**src/rtl/multicycle_control.sv**
```systemverilog
// Main control FSM for the multicycle MIPS datapath. Outputs are decoded from the state.
// Instructions take 3 to 5 cycles, plus 1 per memory wait cycle. The FSM holds in FETCH, MEM_RD and MEM_WR until mem_ready.
`timescale 1ns/1ps
module multicycle_control #(
  parameter int CNT_W = 32
) (
  input  logic             clk,
  input  logic             rst_n,
  input  logic             run,
  input  logic [5:0]       opcode,
  input  logic             zero,
  input  logic             mem_ready,
  output logic             pc_write,
  output logic             pc_write_cond,
  output logic [1:0]       pc_source,
  output logic             i_or_d,
  output logic             mem_read,
  output logic             mem_write,
  output logic             ir_write,
  output logic             mem_to_reg,
  output logic             reg_dst,
  output logic             reg_write,
  output logic             alu_src_a,
  output logic [1:0]       alu_src_b,
  output logic [1:0]       ALUop,
  output logic             illegal,
  output logic             busy,
  output logic [3:0]       state,
  output logic [CNT_W-1:0] instr_count
);

  typedef enum logic [3:0] {
    FETCH    = 4'd0,
    DECODE   = 4'd1,
    MEM_ADDR = 4'd2,
    MEM_RD   = 4'd3,
    MEM_WB   = 4'd4,
    MEM_WR   = 4'd5,
    R_EXEC   = 4'd6,
    R_WB     = 4'd7,
    BRANCH   = 4'd8,
    JUMP     = 4'd9,
    I_EXEC   = 4'd10,
    I_WB     = 4'd11,
    ILLEGAL  = 4'd12
  } state_t;

  localparam logic [5:0] OP_R    = 6'b000000;
  localparam logic [5:0] OP_LW   = 6'b100011;
  localparam logic [5:0] OP_SW   = 6'b101011;
  localparam logic [5:0] OP_BEQ  = 6'b000100;
  localparam logic [5:0] OP_J    = 6'b000010;
  localparam logic [5:0] OP_ADDI = 6'b001000;
  localparam logic [5:0] OP_SLTI = 6'b001010;

  state_t state_q, state_d;
  logic   fetch_pend;
  logic   fetch_go;
  logic   retire;

  // The branch decision is made in the datapath by ANDing zero with pc_write_cond.
  logic unused_zero;
  assign unused_zero = zero;

  // Once a fetch has been issued it completes even if run drops before mem_ready.
  assign fetch_go = run | fetch_pend;
  assign state    = state_q;

  always_ff @(posedge clk or negedge rst_n) begin
    if (!rst_n) begin
      state_q     <= FETCH;
      fetch_pend  <= 1'b0;
      instr_count <= '0;
    end else begin
      state_q    <= state_d;
      fetch_pend <= (state_q == FETCH) && fetch_go && !mem_ready;
      if (retire) begin
        instr_count <= instr_count + {{(CNT_W-1){1'b0}}, 1'b1};
      end
    end
  end

  always_comb begin
    state_d       = state_q;
    retire        = 1'b0;
    pc_write      = 1'b0;
    pc_write_cond = 1'b0;
    pc_source     = 2'b00;
    i_or_d        = 1'b0;
    mem_read      = 1'b0;
    mem_write     = 1'b0;
    ir_write      = 1'b0;
    mem_to_reg    = 1'b0;
    reg_dst       = 1'b0;
    reg_write     = 1'b0;
    alu_src_a     = 1'b0;
    alu_src_b     = 2'b00;
    ALUop         = 2'b00;
    illegal       = 1'b0;
    busy          = 1'b1;

    case (state_q)
      FETCH: begin
        if (fetch_go) begin
          mem_read  = 1'b1;
          alu_src_b = 2'b01;
          ALUop     = 2'b11;
          if (mem_ready) begin
            ir_write = 1'b1;
            pc_write = 1'b1;
            state_d  = DECODE;
          end
        end else begin
          busy = 1'b0;
        end
      end
      DECODE: begin
        alu_src_b = 2'b11;
        ALUop     = 2'b11;
        case (opcode)
          OP_LW, OP_SW:     state_d = MEM_ADDR;
          OP_R:             state_d = R_EXEC;
          OP_BEQ:           state_d = BRANCH;
          OP_J:             state_d = JUMP;
          OP_ADDI, OP_SLTI: state_d = I_EXEC;
          default:          state_d = ILLEGAL;
        endcase
      end
      MEM_ADDR: begin
        alu_src_a = 1'b1;
        alu_src_b = 2'b10;
        ALUop     = 2'b11;
        state_d   = (opcode == OP_LW) ? MEM_RD : MEM_WR;
      end
      MEM_RD: begin
        mem_read = 1'b1;
        i_or_d   = 1'b1;
        if (mem_ready) state_d = MEM_WB;
      end
      MEM_WB: begin
        reg_write  = 1'b1;
        mem_to_reg = 1'b1;
        retire     = 1'b1;
        state_d    = FETCH;
      end
      MEM_WR: begin
        mem_write = 1'b1;
        i_or_d    = 1'b1;
        if (mem_ready) begin
          retire  = 1'b1;
          state_d = FETCH;
        end
      end
      R_EXEC: begin
        alu_src_a = 1'b1;
        state_d   = R_WB;
      end
      R_WB: begin
        reg_write = 1'b1;
        reg_dst   = 1'b1;
        retire    = 1'b1;
        state_d   = FETCH;
      end
      BRANCH: begin
        alu_src_a     = 1'b1;
        ALUop         = 2'b01;
        pc_write_cond = 1'b1;
        pc_source     = 2'b01;
        retire        = 1'b1;
        state_d       = FETCH;
      end
      JUMP: begin
        pc_write  = 1'b1;
        pc_source = 2'b10;
        retire    = 1'b1;
        state_d   = FETCH;
      end
      I_EXEC: begin
        alu_src_a = 1'b1;
        alu_src_b = 2'b10;
        ALUop     = (opcode == OP_SLTI) ? 2'b10 : 2'b11;
        state_d   = I_WB;
      end
      I_WB: begin
        reg_write = 1'b1;
        retire    = 1'b1;
        state_d   = FETCH;
      end
      ILLEGAL: begin
        // PC already advanced in FETCH, so execution simply resumes at the next instruction.
        illegal = 1'b1;
        state_d = FETCH;
      end
      default: state_d = FETCH;
    endcase

    if (!rst_n) begin
      retire        = 1'b0;
      pc_write      = 1'b0;
      pc_write_cond = 1'b0;
      pc_source     = 2'b00;
      i_or_d        = 1'b0;
      mem_read      = 1'b0;
      mem_write     = 1'b0;
      ir_write      = 1'b0;
      mem_to_reg    = 1'b0;
      reg_dst       = 1'b0;
      reg_write     = 1'b0;
      alu_src_a     = 1'b0;
      alu_src_b     = 2'b00;
      ALUop         = 2'b00;
      illegal       = 1'b0;
      busy          = 1'b0;
    end
  end

endmodule

```
**config.mk**
```make
export PLATFORM = sky130hd
export DESIGN_NAME = multicycle_control
export DESIGN_NICKNAME = d
export VERILOG_FILES = /design/src/rtl/multicycle_control.sv
export SDC_FILE = /design/constraint.sdc
export NUM_CORES = 1
export LEC_CHECK = 0
export CAP_MARGIN = 10
export CORE_MARGIN = 8
export CORE_UTILIZATION = 30
export CTS_CLUSTER_SIZE = 20
export DETAILED_ROUTE_END_ITERATION = 10
export GPL_TIMING_DRIVEN = 0
export SYNTH_ARGS = -nofsm -noshare
export SYNTH_HDL_FRONTEND = slang
export SYNTH_SLANG_ARGS = --single-unit
export TNS_END_PERCENT = 100
```
**constraint.sdc**
```tcl
create_clock -name clk -period 2.2 [get_ports clk]
set_input_delay 0.66 -clock clk [delete_from_list [all_inputs] [get_ports clk]]
set_output_delay 0.66 -clock clk [all_outputs]
set_load 0.02 [all_outputs]
```
==> results.toml <==
# yosys + openroad results
[detailed_routing]
dr.pass1.iters = 4
wire_per_inst_um = 15.1
wl_um = 6410
vias = 2039

[layout]
mi_logic_area_mm2 = 0.00127
n_fill_cell = 667
nonClkBufAreaFrac_pct = 26.5
buffers = 94
final_layout_size_suffix_gt1_share_pct = 30.0
largest_reg_flops = 32

[outcome]
violations = "setup timing"
outcome = "finished with violations"

[timing]
setup_violations = 2
fmax_mhz = 445
worst_slack_ns = -0.0488
tns_ns = -0.0971

[setup_path]
startpoint = "state[0]"
slowest_stage = "dfrtp_2"
cp_top_family = "flip-flops"
end_kind = "output pin"

[floorplan]
die_h_um = 100

[synth]
syn-num-nets = 246
ys_top_cells_by_area = "dfrtp_1 (44%), xor2_1 (7.4%), xnor2_1 (6.6%)"
ys_cells = 234
yosysUniqueCellTypes = 44

[flow_run]
cap_violations = 0

[global_route]
overflow = 0
grt.total_usage_pct = 12.8

[worst_hold_path]
hold_path_class = "in2async"

[clock_network]
cts_resized = 133
Figure 1. Clock routing.
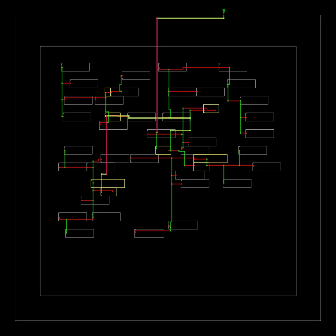
TritonCTS buffer count: 5
clk latency late pin: 0.29 ns
flop count: 37
Clk. pwr: 0.695 mW

Figure 2. Register map, names as in the netlist.
Other sequential cells in the stronger grey, the rest of the logic in the fainter grey.
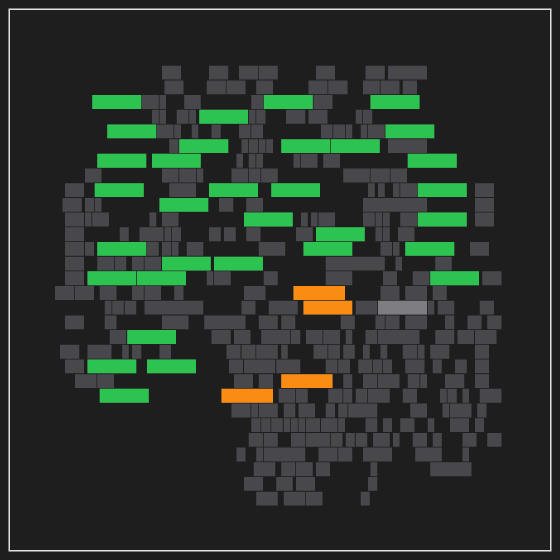
| colour | name in the netlist | sequential cells |
|---|---|---|
| green | `instr_count` | 32 |
| orange | `state` | 4 |
not coloured: 1
utilization after layout: 49.2%
fraction of area in registers: 27.7%
register area: 930 um2
P_seq: 0.892 mW

Figure 3. Selected gate families.
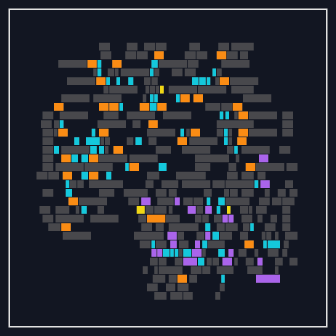
| colour | family | cells |
|---|---|---|
| cyan | nand cells | 57 |
| orange | xor and xnor cells | 34 |
| purple | aoi and oai cells | 20 |
| yellow | inv cells | 3 |

Figure 4. Clock distribution.
Scale bar: 20 um.
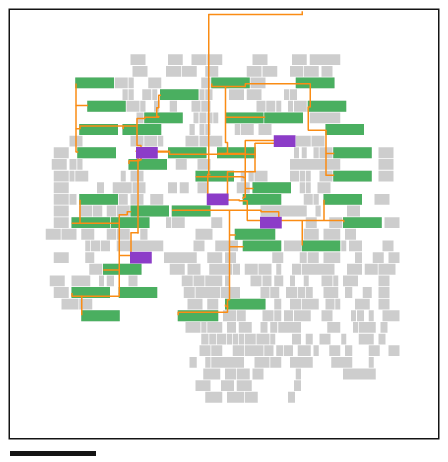
[orange] clock wires | length: 511 um
[purple] clock-net drivers | count: 5
[green] flip-flops | count: 37
routed clock nets: 6
Clk pwr share: 21.9%
Clock Skew: 0.0115 ns

Figure 5. Placed cells, one colour a class.
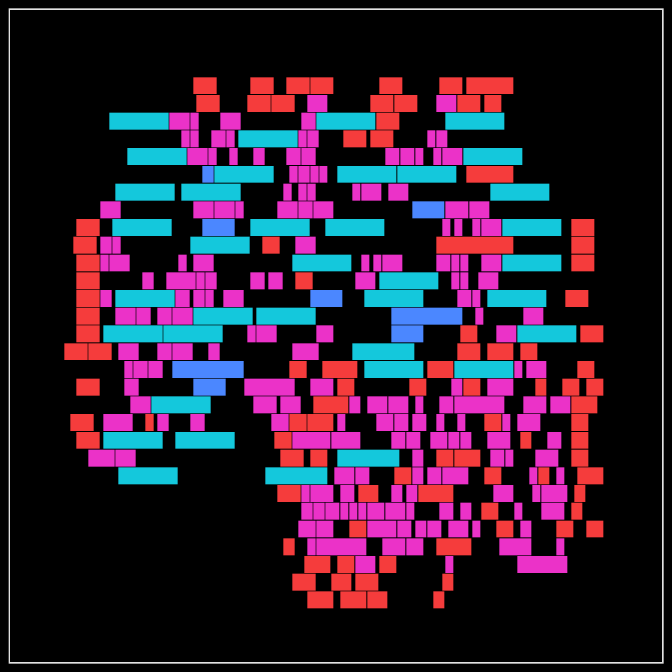
| colour | class | cells | share of their area |
|---|---|---|---|
| red | remaining buffers and delay cells | 94 | 28% |
| magenta | remaining logic cells | 188 | 40% |
| blue | clock drivers and dummy loads | 8 | 4.1% |
| cyan | sequential cells | 37 | 29% |
number of cell rows: 30
core area: 0.00683 mm2
final std cell area, no fill: 0.00336 mm2

No activity file was given, so power comes from the tool's default toggle rates.
